--- src/rtl/adxl362_pkg.sv ---
// Shared constants for the ADXL362 register-interface responder.
// Command codes, register map, fixed IDs and FSM state encoding.
`timescale 1ns/1ps
package adxl362_pkg;

  localparam logic [7:0] CMD_WRITE = 8'h0A;
  localparam logic [7:0] CMD_READ  = 8'h0B;

  localparam logic [7:0] ADDR_DEVID_AD  = 8'h00;
  localparam logic [7:0] ADDR_DEVID_MST = 8'h01;
  localparam logic [7:0] ADDR_PARTID    = 8'h02;
  localparam logic [7:0] ADDR_REVID     = 8'h03;
  localparam logic [7:0] ADDR_XDATA_L   = 8'h0E;
  localparam logic [7:0] ADDR_XDATA_H   = 8'h0F;
  localparam logic [7:0] ADDR_YDATA_L   = 8'h10;
  localparam logic [7:0] ADDR_YDATA_H   = 8'h11;
  localparam logic [7:0] ADDR_ZDATA_L   = 8'h12;
  localparam logic [7:0] ADDR_ZDATA_H   = 8'h13;
  localparam logic [7:0] ADDR_POWER_CTL = 8'h2D;

  localparam logic [7:0] DEVID_AD_VAL  = 8'hAD;
  localparam logic [7:0] DEVID_MST_VAL = 8'h1D;

  typedef logic [2:0] state_t;
  localparam state_t ST_IDLE   = 3'd0;
  localparam state_t ST_CMD    = 3'd1;
  localparam state_t ST_ADDR_W = 3'd2;
  localparam state_t ST_ADDR_R = 3'd3;
  localparam state_t ST_WRITE  = 3'd4;
  localparam state_t ST_READ   = 3'd5;
  localparam state_t ST_IGNORE = 3'd6;

endpackage

--- src/rtl/adxl362_spi_responder_sync.sv ---
// Two-flop synchronizer with registered-history edge detect.
// Rise/fall pulses are one clk_i cycle wide.
`timescale 1ns/1ps
module spi_sync_edge (
  input  logic clk_i,
  input  logic rstn_i,
  input  logic d_i,
  output logic sync_o,
  output logic rise_o,
  output logic fall_o
);

  logic meta_q;
  logic sync_q;
  logic dly_q;

  always_ff @(posedge clk_i or negedge rstn_i) begin
    if (!rstn_i) begin
      meta_q <= 1'b0;
      sync_q <= 1'b0;
      dly_q  <= 1'b0;
    end else begin
      meta_q <= d_i;
      sync_q <= meta_q;
      dly_q  <= sync_q;
    end
  end

  assign sync_o = sync_q;
  assign rise_o = sync_q & ~dly_q;
  assign fall_o = ~sync_q & dly_q;

endmodule

--- src/rtl/adxl362_spi_responder.sv ---
// SPI mode-0 peripheral emulating the ADXL362 register interface.
// Samples are snapshotted per CS frame; POWER_CTL is exported.
`timescale 1ns/1ps
module adxl362_spi_responder
  import adxl362_pkg::*;
#(
  parameter int unsigned    p_clkfreq = 100_000_000,
  parameter logic [7:0]     p_partid  = 8'hF2,
  parameter logic [7:0]     p_revid   = 8'h01
) (
  input  logic        clk_i,
  input  logic        rstn_i,
  input  logic        sclk_i,
  input  logic        cs_i,
  input  logic        mosi_i,
  output logic        miso_o,
  input  logic [15:0] ax_i,
  input  logic [15:0] ay_i,
  input  logic [15:0] az_i,
  output logic [7:0]  power_ctl_o,
  output logic        measure_o,
  output logic        wr_strobe_o,
  output logic [7:0]  wr_addr_o
);

  if (p_clkfreq < 32'd8) begin : g_bad_clk
    $error("p_clkfreq too low");
  end

  // Sync regs reset low so a frame in flight at reset release
  // produces no CS fall and is ignored until CS cycles.
  logic sclk_s, sclk_rise, sclk_fall;
  logic cs_s, cs_rise, cs_fall;
  logic mosi_meta_q, mosi_s_q;

  spi_sync_edge u_sclk (
    .clk_i  (clk_i),
    .rstn_i (rstn_i),
    .d_i    (sclk_i),
    .sync_o (sclk_s),
    .rise_o (sclk_rise),
    .fall_o (sclk_fall)
  );

  spi_sync_edge u_cs (
    .clk_i  (clk_i),
    .rstn_i (rstn_i),
    .d_i    (cs_i),
    .sync_o (cs_s),
    .rise_o (cs_rise),
    .fall_o (cs_fall)
  );

  always_ff @(posedge clk_i or negedge rstn_i) begin
    if (!rstn_i) begin
      mosi_meta_q <= 1'b0;
      mosi_s_q    <= 1'b0;
    end else begin
      mosi_meta_q <= mosi_i;
      mosi_s_q    <= mosi_meta_q;
    end
  end

  state_t      state_q, state_d;
  logic [2:0]  bit_cnt_q, bit_cnt_d;
  logic [7:0]  rx_q, rx_d;
  logic [7:0]  addr_q, addr_d;
  logic [7:0]  tx_q, tx_d;
  logic        miso_q, miso_d;
  logic [47:0] shadow_q, shadow_d;
  logic [7:0]  power_ctl_q, power_ctl_d;
  logic        measure_q, measure_d;
  logic        wr_strobe_q, wr_strobe_d;
  logic [7:0]  wr_addr_q, wr_addr_d;

  logic [7:0]  rx_next;
  logic        byte_done;
  logic [7:0]  rd_addr;
  logic [7:0]  rd_data;

  assign rx_next   = {rx_q[6:0], mosi_s_q};
  assign byte_done = sclk_rise & (bit_cnt_q == 3'd7);
  assign rd_addr   = (state_q == ST_ADDR_R) ? rx_next
                                            : addr_q + 8'd1;

  always_comb begin
    rd_data = 8'h00;
    unique case (rd_addr)
      ADDR_DEVID_AD:  rd_data = DEVID_AD_VAL;
      ADDR_DEVID_MST: rd_data = DEVID_MST_VAL;
      ADDR_PARTID:    rd_data = p_partid;
      ADDR_REVID:     rd_data = p_revid;
      ADDR_XDATA_L:   rd_data = shadow_q[7:0];
      ADDR_XDATA_H:   rd_data = shadow_q[15:8];
      ADDR_YDATA_L:   rd_data = shadow_q[23:16];
      ADDR_YDATA_H:   rd_data = shadow_q[31:24];
      ADDR_ZDATA_L:   rd_data = shadow_q[39:32];
      ADDR_ZDATA_H:   rd_data = shadow_q[47:40];
      ADDR_POWER_CTL: rd_data = power_ctl_q;
      default:        rd_data = 8'h00;
    endcase
  end

  always_comb begin
    state_d     = state_q;
    bit_cnt_d   = bit_cnt_q;
    rx_d        = rx_q;
    addr_d      = addr_q;
    tx_d        = tx_q;
    miso_d      = miso_q;
    shadow_d    = shadow_q;
    power_ctl_d = power_ctl_q;
    wr_strobe_d = 1'b0;
    wr_addr_d   = wr_addr_q;
    measure_d   = (power_ctl_q[1:0] == 2'b10);

    // CS rise takes priority, dropping any byte finishing now
    if (cs_rise) begin
      state_d   = ST_IDLE;
      bit_cnt_d = 3'd0;
      miso_d    = 1'b0;
    end else if (cs_fall) begin
      state_d   = ST_CMD;
      bit_cnt_d = 3'd0;
      miso_d    = 1'b0;
      shadow_d  = {az_i, ay_i, ax_i};
    end else if (state_q != ST_IDLE && !cs_s) begin
      if (sclk_rise) begin
        rx_d      = rx_next;
        bit_cnt_d = bit_cnt_q + 3'd1;
      end
      if (sclk_fall) begin
        if (state_q == ST_READ) begin
          miso_d = tx_q[7];
          tx_d   = {tx_q[6:0], 1'b0};
        end else begin
          miso_d = 1'b0;
        end
      end
      if (byte_done) begin
        case (state_q)
          ST_CMD: begin
            if (rx_next == CMD_WRITE)
              state_d = ST_ADDR_W;
            else if (rx_next == CMD_READ)
              state_d = ST_ADDR_R;
            else
              state_d = ST_IGNORE;
          end
          ST_ADDR_W: begin
            addr_d  = rx_next;
            state_d = ST_WRITE;
          end
          ST_ADDR_R: begin
            addr_d  = rx_next;
            tx_d    = rd_data;
            state_d = ST_READ;
          end
          ST_WRITE: begin
            wr_strobe_d = 1'b1;
            wr_addr_d   = addr_q;
            if (addr_q == ADDR_POWER_CTL)
              power_ctl_d = rx_next;
            addr_d = addr_q + 8'd1;
          end
          ST_READ: begin
            addr_d = addr_q + 8'd1;
            tx_d   = rd_data;
          end
          default: ;
        endcase
      end
    end
  end

  always_ff @(posedge clk_i or negedge rstn_i) begin
    if (!rstn_i) begin
      state_q     <= ST_IDLE;
      bit_cnt_q   <= 3'd0;
      rx_q        <= 8'h00;
      addr_q      <= 8'h00;
      tx_q        <= 8'h00;
      miso_q      <= 1'b0;
      shadow_q    <= 48'h0;
      power_ctl_q <= 8'h00;
      measure_q   <= 1'b0;
      wr_strobe_q <= 1'b0;
      wr_addr_q   <= 8'h00;
    end else begin
      state_q     <= state_d;
      bit_cnt_q   <= bit_cnt_d;
      rx_q        <= rx_d;
      addr_q      <= addr_d;
      tx_q        <= tx_d;
      miso_q      <= miso_d;
      shadow_q    <= shadow_d;
      power_ctl_q <= power_ctl_d;
      measure_q   <= measure_d;
      wr_strobe_q <= wr_strobe_d;
      wr_addr_q   <= wr_addr_d;
    end
  end

  assign miso_o      = miso_q;
  assign power_ctl_o = power_ctl_q;
  assign measure_o   = measure_q;
  assign wr_strobe_o = wr_strobe_q;
  assign wr_addr_o   = wr_addr_q;

  logic unused_sclk;
  assign unused_sclk = sclk_s;

endmodule

--- config.mk ---
export PLATFORM = sky130hd
export DESIGN_NAME = adxl362_spi_responder
export DESIGN_NICKNAME = d
export VERILOG_FILES = /design/src/rtl/adxl362_pkg.sv /design/src/rtl/adxl362_spi_responder_sync.sv /design/src/rtl/adxl362_spi_responder.sv
export SDC_FILE = /design/constraint.sdc
export NUM_CORES = 1
export LEC_CHECK = 0
export ABC_AREA = 1
export CORE_MARGIN = 4
export CORE_UTILIZATION = 41
export CTS_BUF_LIST = sky130_fd_sc_hd__clkbuf_16
export DETAILED_ROUTE_END_ITERATION = 16
export SYNTH_ARGS = -nofsm -noshare
export SYNTH_HDL_FRONTEND = slang
export SYNTH_SLANG_ARGS = --single-unit
--- constraint.sdc ---
create_clock -name clk_i -period 3.1 [get_ports clk_i]
set_input_delay 0.62 -clock clk_i [delete_from_list [all_inputs] [get_ports clk_i]]
set_output_delay 0.62 -clock clk_i [all_outputs]
set_load 0.01 [all_outputs]
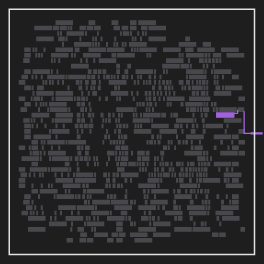
Run 1: I/O nets highlighted
Drawn at 2 px/um.
- wr_strobe_o: purple (bits 1; direction output; end cells 1; buffers 1; wire 19.0 um)
count of port buffers added during placement: 71
io pins: 72

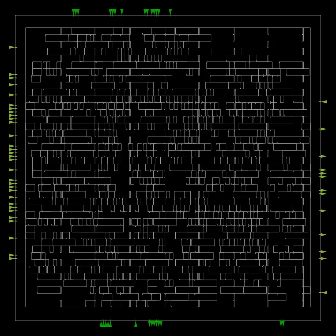
Run 1: placement view
Cell Rows: 41
post-layout utilization of the core: 51.6%
core area: 12,700 sq um
number of tap cells inserted: 172
Flop Count: 104

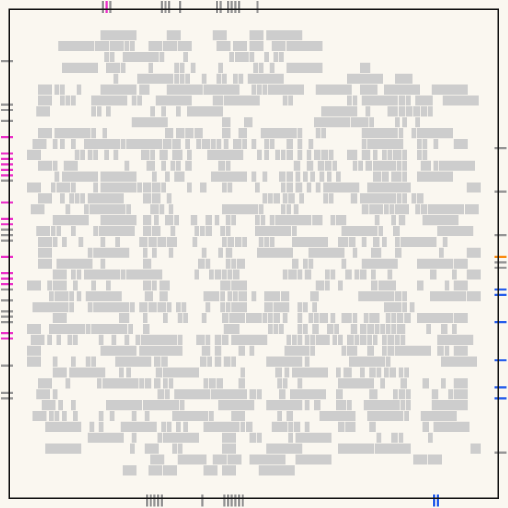
Run 1: I/O pins on the die edge
Drawn at 4 px/um. Pins as bars across the die edge, other pins in grey.
- wr_addr_o: blue (pins 8; direction output; edge 6 right, 2 bottom)
- wr_strobe_o: orange (pins 1; direction output; edge right)
- ay_i: magenta (pins 16; direction input; edge 15 left, 1 top)
height of the die: 122 um
Die X: 122 um

==> flow_summary.json, run 1 <==
{
  "rsz0062_at_grt": "no",
  "syn_avg_cell_area_sq_um": 7.59,
  "most-common-layout-cells": "sky130_fd_sc_hd__nand2_1, sky130_fd_sc_hd__dfrtp_1, sky130_fd_sc_hd__clkdlybuf4s50_1",
  "enable_flop_cells": 0,
  "timing.hold.worst.class": "input port to async pin",
  "comb_power_share_pct": 16.3,
  "critPathMaxFanout": 17,
  "clk_latency_ns": 0.36,
  "power.leakage_nw": 3.18,
  "antenna_cells": 0,
  "synth_simple_gate_area_share_pct": 36.9,
  "synth_warnings": 0,
  "postSynth.asyncResetShare_pct": 100,
  "detail_route.vias_per_cell": 4.92,
  "worst_ir_drop_vdd_mv": 0.283,
  "critical_path_class": "register to register",
  "fin_area_sq_um": 6540,
  "dpl_worst_slack_ns": 0.619,
  "worstPathCellList": "ha_1 -> inv_1 -> nor2_1 -> nand2_1 -> nand3_1 -> nand2_1 -> inv_2 -> nor2_2 -> buf_4 -> nand4_1 -> nand2_1 -> nor2_1 -> nand3_1 -> nand2_1 -> nand2_1",
  "top_logic_kind": "simple AND/OR/NAND/NOR gates",
  "max_capacitance_violation_count": 0,
  "run_status": "finished clean",
  "layout-area-overhead-vs-synth_pct": 22.9,
  "detail-route-antenna-nets": 0,
  "regToRegSetupSlack_ns": 0.67,
  "synthTopCellsByArea": "sky130_fd_sc_hd__dfrtp_1, sky130_fd_sc_hd__nand2_1, sky130_fd_sc_hd__nand4_1",
  "worst_path_slowest_cell": "sky130_fd_sc_hd__nor2_2",
  "critical_path_required_ns": 3.40,
  "finalCritPeriodShare_pct": 78.3,
  "largest_net_degree_at_the_start_of_global_routing": 50,
  "drt_pre_antenna_iters": 4,
  "clock_path_buffers": 2,
  "period_minus_slack_ns": 2.43,
  "totalNegativeSetupSlack_ns": 0,
  "crit_path_end_kind": "register",
  "tritoncts": "built",
  "cts-root-buf": "sky130_fd_sc_hd__clkbuf_16",
  "post_cts_hold_buffer_count": 0,
  "p_seq_share_pct": 47.6,
  "synth-seq-area-share_pct": 48.9,
  "layout_top_cell_excl_fill_tap": "sky130_fd_sc_hd__nand2_1",
  "via_count": 4655,
  "post-dp-hpwl_um": 10200,
  "drt_first_iter_violations": 324,
  "finalNonFillerCells": 946,
  "postSynthNetCount": 760,
  "fin_total_pwr_mw": 3.37,
  "ff_type": "sky130_fd_sc_hd__dfrtp_1",
  "synth-xor-area-share_pct": 0,
  "cts.clk_slew.worst_paths_ns": 0.07,
  "dr.max_layer_used": "met4",
  "vias_in_the_first_global_route": 4704,
  "most_heavily_used_metal_layer_in_global_routing": "met2",
  "timing.hold.ws_ns": 0.284,
  "synth_stat.cells": 701,
  "cts_repair_resize_count": 0,
  "wl_met2_um": 6290,
  "ys_chip_area_sq_um": 5320,
  "htree_num_levels": 3,
  "nNetsFinal": 828,
  "cp_slowest_stage_delay_ns": 0.52,
  "grt_util_met3_pct": 2.65,
  "synth.cell_area_sq_um": 5320,
  "netSwitchingPower_mw": 0.968
}
[run 1: power groups by stage]
stage	registers, mW	clock network, mW	logic [mW]
after floorplan	1.59	0	0.358
after global placement	1.63	0	0.541
after detailed placement	1.63	0	0.555
after CTS	1.60	1.24	0.557
after global routing	1.62	1.30	0.639
final	1.60	1.21	0.548
[run 1: cell usage after synthesis, types with 2 or more instances]
cell	number
sky130_fd_sc_hd__clkinv_1	2
sky130_fd_sc_hd__clkbuf_1	13
sky130_fd_sc_hd__nand3_2	2
sky130_fd_sc_hd__inv_2	7
sky130_fd_sc_hd__nor3_1	3
sky130_fd_sc_hd__dfrtp_1	104
sky130_fd_sc_hd__o21ai_1	3
sky130_fd_sc_hd__inv_1	45
sky130_fd_sc_hd__nor2_2	4
sky130_fd_sc_hd__nand3_1	44
sky130_fd_sc_hd__buf_2	8
sky130_fd_sc_hd__a21oi_1	3
sky130_fd_sc_hd__buf_4	2
sky130_fd_sc_hd__ha_1	6
sky130_fd_sc_hd__nor2_1	48
sky130_fd_sc_hd__nand2_1	289
sky130_fd_sc_hd__nand4_1	39
sky130_fd_sc_hd__o21ai_0	48
sky130_fd_sc_hd__nand2_2	4
sky130_fd_sc_hd__nor2_4	8
sky130_fd_sc_hd__o211ai_1	6
[run 1: flip-flops by register name, indices dropped and copies added (netlist names), 3 cells and up]
| register | cells |
|---|---|
| power_ctl_o | 8 |
| tx_q | 8 |
| rx_q | 7 |
| state_q | 3 |
| addr_q | 8 |
| shadow_q | 48 |
| bit_cnt_q | 3 |
| wr_addr_o | 8 |
[run 1: final cells by class]
class	instances	area, sq um
Clock buffer	9	225
Clock inverter	7	87.6
Fill cell	1286	6140
Inverter	54	203
Multi-Input combinational cell	519	2410
Sequential cell	104	2600
Tap cell	172	215
Timing Repair Buffer	81	796
Run 1, sizing map:
Drawn at 4 px/um.
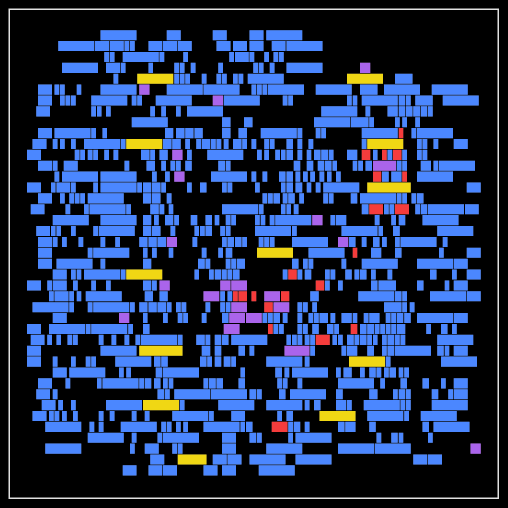

## Run 2: what changed since run 1
==> constraint.sdc (replaced) <==
create_clock -name clk_i -period 2.1 [get_ports clk_i]
set_input_delay 0.42 -clock clk_i [delete_from_list [all_inputs] [get_ports clk_i]]
set_output_delay 0.42 -clock clk_i [all_outputs]
set_load 0.01 [all_outputs]
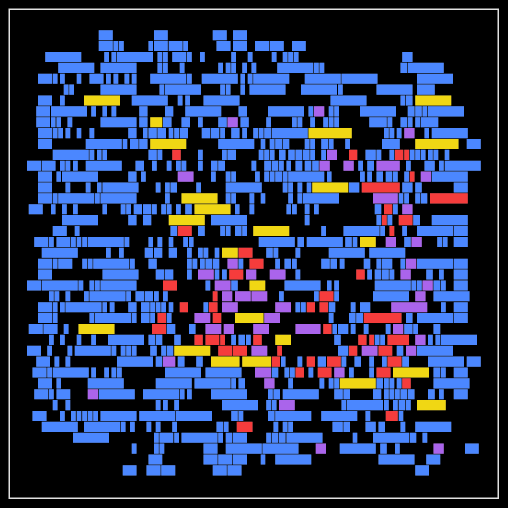
Run 2: sizing map
Drawn at 4 px/um.
- x2: red (cells 50; share 6.3%)
- x1 and smaller: blue (cells 680; share 85%)
- x6 and larger: yellow (cells 23; share 2.9%)
- x3 and x4: purple (cells 47; share 5.9%)
area delta synth->final: 32.2%
Non-Clock Buffer Count: 106
design area: 7030 sq um
final worst-path setup slack: 0.0240 ns

==> run 2 against run 1 <==
Cell area increased by 7.6%. Synthesized cell count stayed put. Clock power increased by about 50%. Global-route usage shrank 0.56 points. Combinational power grew 79%. Largest cell class unchanged.
==> flow_summary.json, run 2 <==
{
  "synth-xor-area-share_pct": 0,
  "run_status": "finished clean",
  "critPathMaxFanout": 12,
  "layout_top_cell_excl_fill_tap": "sky130_fd_sc_hd__nand2_1",
  "p_clk_mw": 1.82,
  "tritoncts": "built",
  "detail_route.vias_per_cell": 4.97,
  "report.final.hold_viol_count": 0,
  "max_freq_mhz": 482,
  "post-dp-hpwl_um": 10300,
  "placed_cells_incl_taps": 942,
  "crit_path_end_kind": "register",
  "internal_power_of_the_cells_mw": 3.66,
  "timing.hold.ws_ns": 0.340,
  "netSwitchingPower_mw": 1.51,
  "critical_path_class": "register to register",
  "critical_path_required_ns": 2.35,
  "postSynth.asyncResetShare_pct": 100,
  "synth-seq-area-share_pct": 48.9,
  "clock_path_buffers": 2,
  "initial_core_util_pct": 42.0,
  "routabilityCongestion": 0.870,
  "syn_avg_cell_area_sq_um": 7.59,
  "maxPowerGroup": "registers",
  "ios": 72,
  "htree_num_levels": 3,
  "synth_simple_gate_area_share_pct": 36.9,
  "mux_share_pct": 0.212,
  "totalNegativeSetupSlack_ns": 0,
  "detail-route-antenna-nets": 0,
  "finClkSkew_ns": 0.00859,
  "comb_power_share_pct": 19.0,
  "synth_compound_gate_area_share_pct": 6.73,
  "largest_register_ffs": 48,
  "top_register": "shadow_q",
  "measured_slew_at_the_worst_slew_check_pin_ns": 0.616,
  "critical_path_arrival_ns": 2.32,
  "dpl_cell_area_sq_um": 6350,
  "power_per_cell_area_nw_per_um2": 734,
  "postSynthNetCount": 760,
  "cts_repair_resize_count": 4,
  "slew_headroom_pct": 58.6,
  "p_seq_share_pct": 45.9,
  "top_area_share_pct": 48.9,
  "synth.cell_area_sq_um": 5320,
  "cts.clk_slew.worst_paths_ns": 0.07,
  "rsz0062_at_grt": "yes",
  "synth_area_leader_cell": "sky130_fd_sc_hd__dfrtp_1",
  "synthTopCellsByArea": "sky130_fd_sc_hd__dfrtp_1, sky130_fd_sc_hd__nand2_1, sky130_fd_sc_hd__nand4_1",
  "worstHoldPathCells": 0,
  "finalCritPeriodShare_pct": 98.9,
  "drive_above_1_share_pct": 15.0,
  "cts-root-buf": "sky130_fd_sc_hd__clkbuf_16",
  "period_minus_slack_ns": 2.08,
  "fin_total_pwr_mw": 5.16,
  "num_rows": 41,
  "postLayoutCoreUtil_pct": 55.5,
  "syn-instance-count": 701,
  "switching_share_pct": 29.2,
  "synth_warnings": 0,
  "drc": 0,
  "core_region_area_sq_um": 12700,
  "die_h_um": 122,
  "drt_first_iter_violations": 298,
  "tritoncts_num_sinks": 104,
  "vias_in_the_first_global_route": 4559,
  "dpl_worst_slack_ns": -0.0650,
  "most-common-layout-cells": "sky130_fd_sc_hd__nand2_1, sky130_fd_sc_hd__dfrtp_1, sky130_fd_sc_hd__clkdlybuf4s50_1",
  "grt_first_pass_wirelength_um": 22400,
  "maxSlewViolCount": 0,
  "antenna_found_initial": 0,
  "synth_stat.cells": 701,
  "post_cts_hold_buffer_count": 1,
  "total_gr_overflow": 0,
  "r2r.worst_path.cells": 13,
  "ff_type": "sky130_fd_sc_hd__dfrtp_1",
  "yosysMostFrequentCell": "sky130_fd_sc_hd__nand2_1",
  "total_die_area_sq_um": 14900,
  "port_buffers": 71,
  "synth_cell_types": 34,
  "largest_net_degree_at_the_start_of_global_routing": 50,
  "route.final.wire_length_um": 14200,
  "die_width_um": 122,
  "via_count": 4834,
  "antenna_cells": 0,
  "setup_viol": 0,
  "enable_flop_cells": 0,
  "tool_warnings": 29,
  "grt.total_usage_pct": 19.2,
  "timing.hold.worst.class": "register to register",
  "start_kind": "register",
  "area_share_of_fa_ha_maj_cells_after_synthesis_pct": 1.41,
  "detail_route.wl_per_cell_um": 14.6,
  "worst_ir_drop_vdd_mv": 0.457,
  "synth.cells.most_frequent": "sky130_fd_sc_hd__nand2_1, sky130_fd_sc_hd__dfrtp_1, sky130_fd_sc_hd__nor2_1, sky130_fd_sc_hd__o21ai_0, sky130_fd_sc_hd__inv_1",
  "numCtsBuffers": 9,
  "ys_chip_area_sq_um": 5320,
  "drt_pre_antenna_iters": 4,
  "seq_cell_power_mw": 2.37,
  "cts_setup_buffers": 4,
  "power.leakage_nw": 3.37,
  "finalNonFillerCells": 972,
  "clk_latency_ns": 0.36,
  "top_logic_kind": "simple AND/OR/NAND/NOR gates",
  "max_capacitance_violation_count": 0,
  "nNetsFinal": 854,
  "ys_seq_elements": 104,
  "clock_power_share_pct": 35.2,
  "comb_power_mw": 0.979
}
run 2: cell types whose count changed in the layout (fill, tap and decap cells not counted), sizes merged:
cell	change
clkinv	-1
inv	+1
nor2	+1
buf	+21
dlygate4sd3	+1
clkbuf	+3
run 2: worst max-delay path, stage by stage (launching register included):
cell and delay, ns:
sky130_fd_sc_hd__dfrtp_1 0.43, sky130_fd_sc_hd__ha_2 0.24, sky130_fd_sc_hd__nand3_2 0.09, sky130_fd_sc_hd__o21bai_1 0.14, sky130_fd_sc_hd__nand2_1 0.11, sky130_fd_sc_hd__nand3_2 0.10, sky130_fd_sc_hd__nand2_4 0.10, sky130_fd_sc_hd__buf_12 0.16
sky130_fd_sc_hd__nand4_1 0.12, sky130_fd_sc_hd__nand2_1 0.08, sky130_fd_sc_hd__nor2_2 0.12, sky130_fd_sc_hd__nand3_2 0.13, sky130_fd_sc_hd__nand2_1 0.09, sky130_fd_sc_hd__nand2_1 0.04
run 2: worst paths after layout:
path / startpoint / endpoint / slack, ns
worst max-delay path: addr_q[1] / tx_q[1] / 0.02
worst min-delay path: mosi_meta_q / mosi_s_q / 0.34
worst max register to register: addr_q[1] / tx_q[1] / 0.02
worst min register to register: mosi_meta_q / mosi_s_q / 0.34
max in group asynchronous: rstn_i / shadow_q[32] / 0.96
min in group asynchronous: rstn_i / rx_q[6] / 0.49
run 2: layout make-up:
class                           instances  area [sq um]
Tap cell                              172           215
Fill cell                            1246          5640
Sequential cell                       104          2610
Clock buffer                            9           225
Timing Repair Buffer                  106          1090
Clock inverter                          7          96.3
Multi-Input combinational cell        520          2600
Inverter                               54           203
run 2: layer usage:
metal  vias up  routed length [um]  global-route usage, %
met5         -                   0                      0
met4         0                 302                   5.95
met3        22                 554                   4.83
met2        92                6800                   31.6
met1      2258                6550                   25.1
li1       2462                   -                      -
## Run 3: what changed since run 2
--- a/config.mk
+++ b/config.mk
@@ -6,10 +6,13 @@
 export NUM_CORES = 1
 export LEC_CHECK = 0
 export ABC_AREA = 1
+export CELL_PAD_IN_SITES_DETAIL_PLACEMENT = 2
+export CELL_PAD_IN_SITES_GLOBAL_PLACEMENT = 2
 export CORE_MARGIN = 4
-export CORE_UTILIZATION = 41
+export CORE_UTILIZATION = 29
 export CTS_BUF_LIST = sky130_fd_sc_hd__clkbuf_16
 export DETAILED_ROUTE_END_ITERATION = 16
+export PLACE_DENSITY_LB_ADDON = 0.1
 export SYNTH_ARGS = -nofsm -noshare
 export SYNTH_HDL_FRONTEND = slang
 export SYNTH_SLANG_ARGS = --single-unit
==> run 3 against run 2 <==
The run now ends with setup timing left. Total power decreased by 0.99%. Cell count grew 7.8%. Die size is 38% higher. Critical path type unchanged. Highest routed layer unchanged.
==> flow_summary.json, run 3 <==
{
  "most_heavily_used_metal_layer_in_global_routing": "met2",
  "detail-route-antenna-nets": 0,
  "detail_route.vias_per_cell": 4.98,
  "dpl_cell_area_sq_um": 6480,
  "synthTopCellsByArea": "sky130_fd_sc_hd__dfrtp_1, sky130_fd_sc_hd__nand2_1, sky130_fd_sc_hd__nand4_1",
  "grt_use_met1_pct": 23.8,
  "detail_route.wl_per_cell_um": 18.9,
  "syn-instance-count": 701,
  "yosysMostFrequentCell": "sky130_fd_sc_hd__nand2_1",
  "netSwitchingPower_mw": 1.67,
  "cp_num_buf_inv": 3,
  "layout.clock_buffers": 9,
  "path_delay_family": "simple AND/OR/NAND/NOR gates",
  "run_status": "finished, violations left",
  "fillerInstances": 2025,
  "post_cts_hold_buffer_count": 0,
  "cts.clk_slew.worst_paths_ns": 0.08,
  "worst_path_slowest_cell": "sky130_fd_sc_hd__dfrtp_2",
  "largest_class": "multi-input combinational cells",
  "wl_met3_um": 531,
  "start_kind": "register",
  "final.signal_inverter_count": 54,
  "synth.cell_area_sq_um": 5320,
  "r2r-start": "addr_q[1]",
  "p_seq_share_pct": 46.6,
  "critPathMaxFanout": 8,
  "tritoncts_num_sinks": 104,
  "synth_area_leader_cell": "sky130_fd_sc_hd__dfrtp_1",
  "finalWorstSetupSlack_ns": -0.0389,
  "critical_path_class": "register to register",
  "power_per_cell_area_nw_per_um2": 685,
  "period_minus_slack_ns": 2.14,
  "grt_util_met3_pct": 2.90,
  "route.final.wire_length_um": 19800,
  "slew_headroom_pct": 64.7,
  "top_register": "shadow_q",
  "max_capacitance_violation_count": 0,
  "postSynthNetCount": 760,
  "regToRegSetupSlack_ns": -0.04,
  "signal_buffer_area_fraction_pct": 17.1,
  "r2r.worst_path.cells": 14,
  "drc": 0,
  "postSynth.asyncResetShare_pct": 100,
  "timing.hold.worst.class": "input port to async pin",
  "total_die_area_sq_um": 20600,
  "die_h_um": 143,
  "vias_in_the_first_global_route": 5662,
  "die_width_um": 143,
  "via_count": 5215,
  "cp_slowest_stage_delay_ns": 0.46,
  "cts_repair_resize_count": 42,
  "setup_viol": 2,
  "tool_warnings": 30,
  "dpl_worst_slack_ns": -0.156,
  "finalCritPeriodShare_pct": 102,
  "grt.total_usage_pct": 19.1,
  "most-common-layout-cells": "sky130_fd_sc_hd__nand2_1, sky130_fd_sc_hd__dfrtp_1, sky130_fd_sc_hd__clkdlybuf4s50_1",
  "port_buffers": 71,
  "enable_flop_cells": 0,
  "total_gr_overflow": 0,
  "measured_slew_at_the_worst_slew_check_pin_ns": 0.529,
  "synth.cells.most_frequent": "sky130_fd_sc_hd__nand2_1, sky130_fd_sc_hd__dfrtp_1, sky130_fd_sc_hd__nor2_1, sky130_fd_sc_hd__o21ai_0, sky130_fd_sc_hd__inv_1",
  "grt_first_pass_wirelength_um": 30800,
  "finalNonFillerCells": 1048,
  "layout_top_cell_excl_fill_tap": "sky130_fd_sc_hd__nand2_1",
  "grt_use_met2_pct": 34.4,
  "worst_ir_drop_vdd_mv": 0.386,
  "clk_latency_ns": 0.36,
  "initial_core_util_pct": 29.5,
  "clock_path_buffers": 2,
  "max_freq_mhz": 468,
  "timing.rr.end": "tx_q[1]",
  "layout.comb_gates.multi_input": 521,
  "layout.area.seq_sq_um": 2610,
  "seq_cells": 104,
  "area_share_clock_buf_inv_pct": 3.64,
  "rsz0062_at_grt": "yes",
  "placed_cells_incl_taps": 1005,
  "ff_type": "sky130_fd_sc_hd__dfrtp_1",
  "internal_power_of_the_cells_mw": 3.45,
  "nNetsFinal": 873,
  "post-dp-hpwl_um": 13900,
  "multi_input_comb_area_sq_um": 2800,
  "totalNegativeSetupSlack_ns": -0.0544,
  "cts-root-buf": "sky130_fd_sc_hd__clkbuf_16",
  "critical-path-top-cell-by-count": "sky130_fd_sc_hd__nand2_1",
  "synth_cell_types": 34,
  "drt_first_iter_violations": 207,
  "antenna_found_initial": 0,
  "seq-cell-share_pct": 35.0,
  "switching_share_pct": 32.6,
  "comb_power_share_pct": 21.4,
  "drive_above_1_share_pct": 22.2,
  "syn_avg_cell_area_sq_um": 7.59,
  "dr.max_layer_used": "met4",
  "ios": 72,
  "finClkSkew_ns": 0.00974,
  "ys_chip_area_sq_um": 5320,
  "critical_path_arrival_ns": 2.43,
  "synth-seq-area-share_pct": 48.9,
  "critical_path_required_ns": 2.39,
  "largest_net_degree_at_the_start_of_global_routing": 49,
  "core_region_area_sq_um": 18000,
  "ys_seq_elements": 104,
  "largest_register_ffs": 48,
  "cts_setup_buffers": 13,
  "num_rows": 49,
  "sh_comb_area_pct": 37.6,
  "violated_checks": "setup timing",
  "drt_pre_antenna_iters": 4,
  "crit_path_end_kind": "register",
  "worstPathCellList": "buf_6 -> inv_2 -> ha_4 -> nand2_2 -> nand2_4 -> inv_6 -> nand2_8 -> nor2_4 -> nand4_1 -> nand2_1 -> nor2_1 -> nand3_1 -> nand2_1 -> nand2_1",
  "routabilityCongestion": 0.834,
  "htree_num_levels": 3,
  "maxSlewViolCount": 0,
  "power.leakage_nw": 3.48,
  "tapcell.inserted": 229,
  "synth_stat.cells": 701,
  "antenna_cells": 0,
  "report.final.hold_viol_count": 0
}
## run 3: cell count changes in the layout (fill, tap and decap cells not counted), sizes merged
| cell | before | now |
|---|---|---|
| dlygate4sd3 | 1 | 0 |
| nor2 | 61 | 62 |
| inv | 54 | 55 |
| clkinvlp | 2 | 1 |
| buf | 32 | 52 |
| clkbuf | 12 | 11 |
| clkinv | 3 | 5 |
| bufinv | 2 | 0 |
## run 3: kinds of logic after synthesis
logic type                 Yosys count  synth area share, %
and+or+nand+nor                    446                 36.9
DFF                                104                 48.9
buffers and inverters               78                 5.83
AOI/OAI and AO/OA                   66                 6.73
adders and majority gates            6                 1.41
muxes                                1                0.212
## run 3: metrics by stage
step / hold WS, ns / power [mW]
5_1_grt: 0.0531 / 5.39
3_3_place_gp: 0.333 / 3.29
6_report: 0.0152 / 5.11
4_1_cts: 0.0324 / 5.06
2_1_floorplan: 0.124 / 2.87
3_5_place_dp: 0.346 / 3.34
## run 3: worst max-delay path by stage
stage              start  endpoint  slack, ns  cells after the start
2_1_floorplan  addr_q[0]   tx_q[0]       0.29                     16
3_3_place_gp   addr_q[1]   tx_q[4]      -0.06                     14
3_5_place_dp   addr_q[0]   tx_q[4]      -0.16                     16
4_1_cts        addr_q[1]   tx_q[6]     -0.003                     14
5_1_grt        addr_q[0]   tx_q[1]      -0.16                     15
6_report       addr_q[1]   tx_q[1]      -0.04                     14
## run 3: power groups by stage
| stage | sequential (mW) | clock, mW | combinational (mW) |
|---|---|---|---|
| after floorplan | 2.34 | 0 | 0.529 |
| after global placement | 2.40 | 0 | 0.882 |
| after detailed placement | 2.41 | 0 | 0.929 |
| after CTS | 2.38 | 1.67 | 1.01 |
| after global routing | 2.41 | 1.75 | 1.23 |
| final | 2.38 | 1.63 | 1.10 |
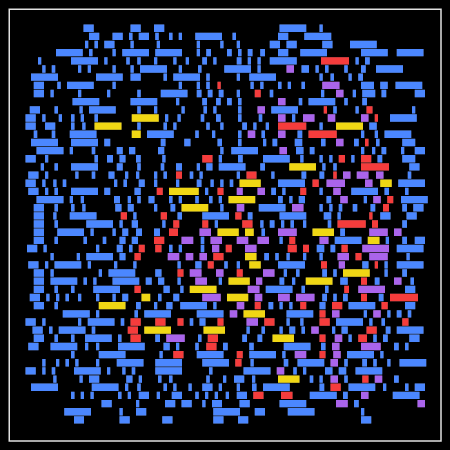
Run 3: sizing map
Drawn at 3 px/um.
- x6 and larger: yellow (cells 28; share 3.4%)
- x3 and x4: purple (cells 74; share 9.0%)
- x2: red (cells 80; share 9.8%)
- x1 and smaller: blue (cells 637; share 78%)
design area: 7460 sq um
final worst-path setup slack: -0.0389 ns
area delta synth->final: 40.3%
Non-Clock Buffer Count: 124

Power is estimated from default activity; no workload was simulated.
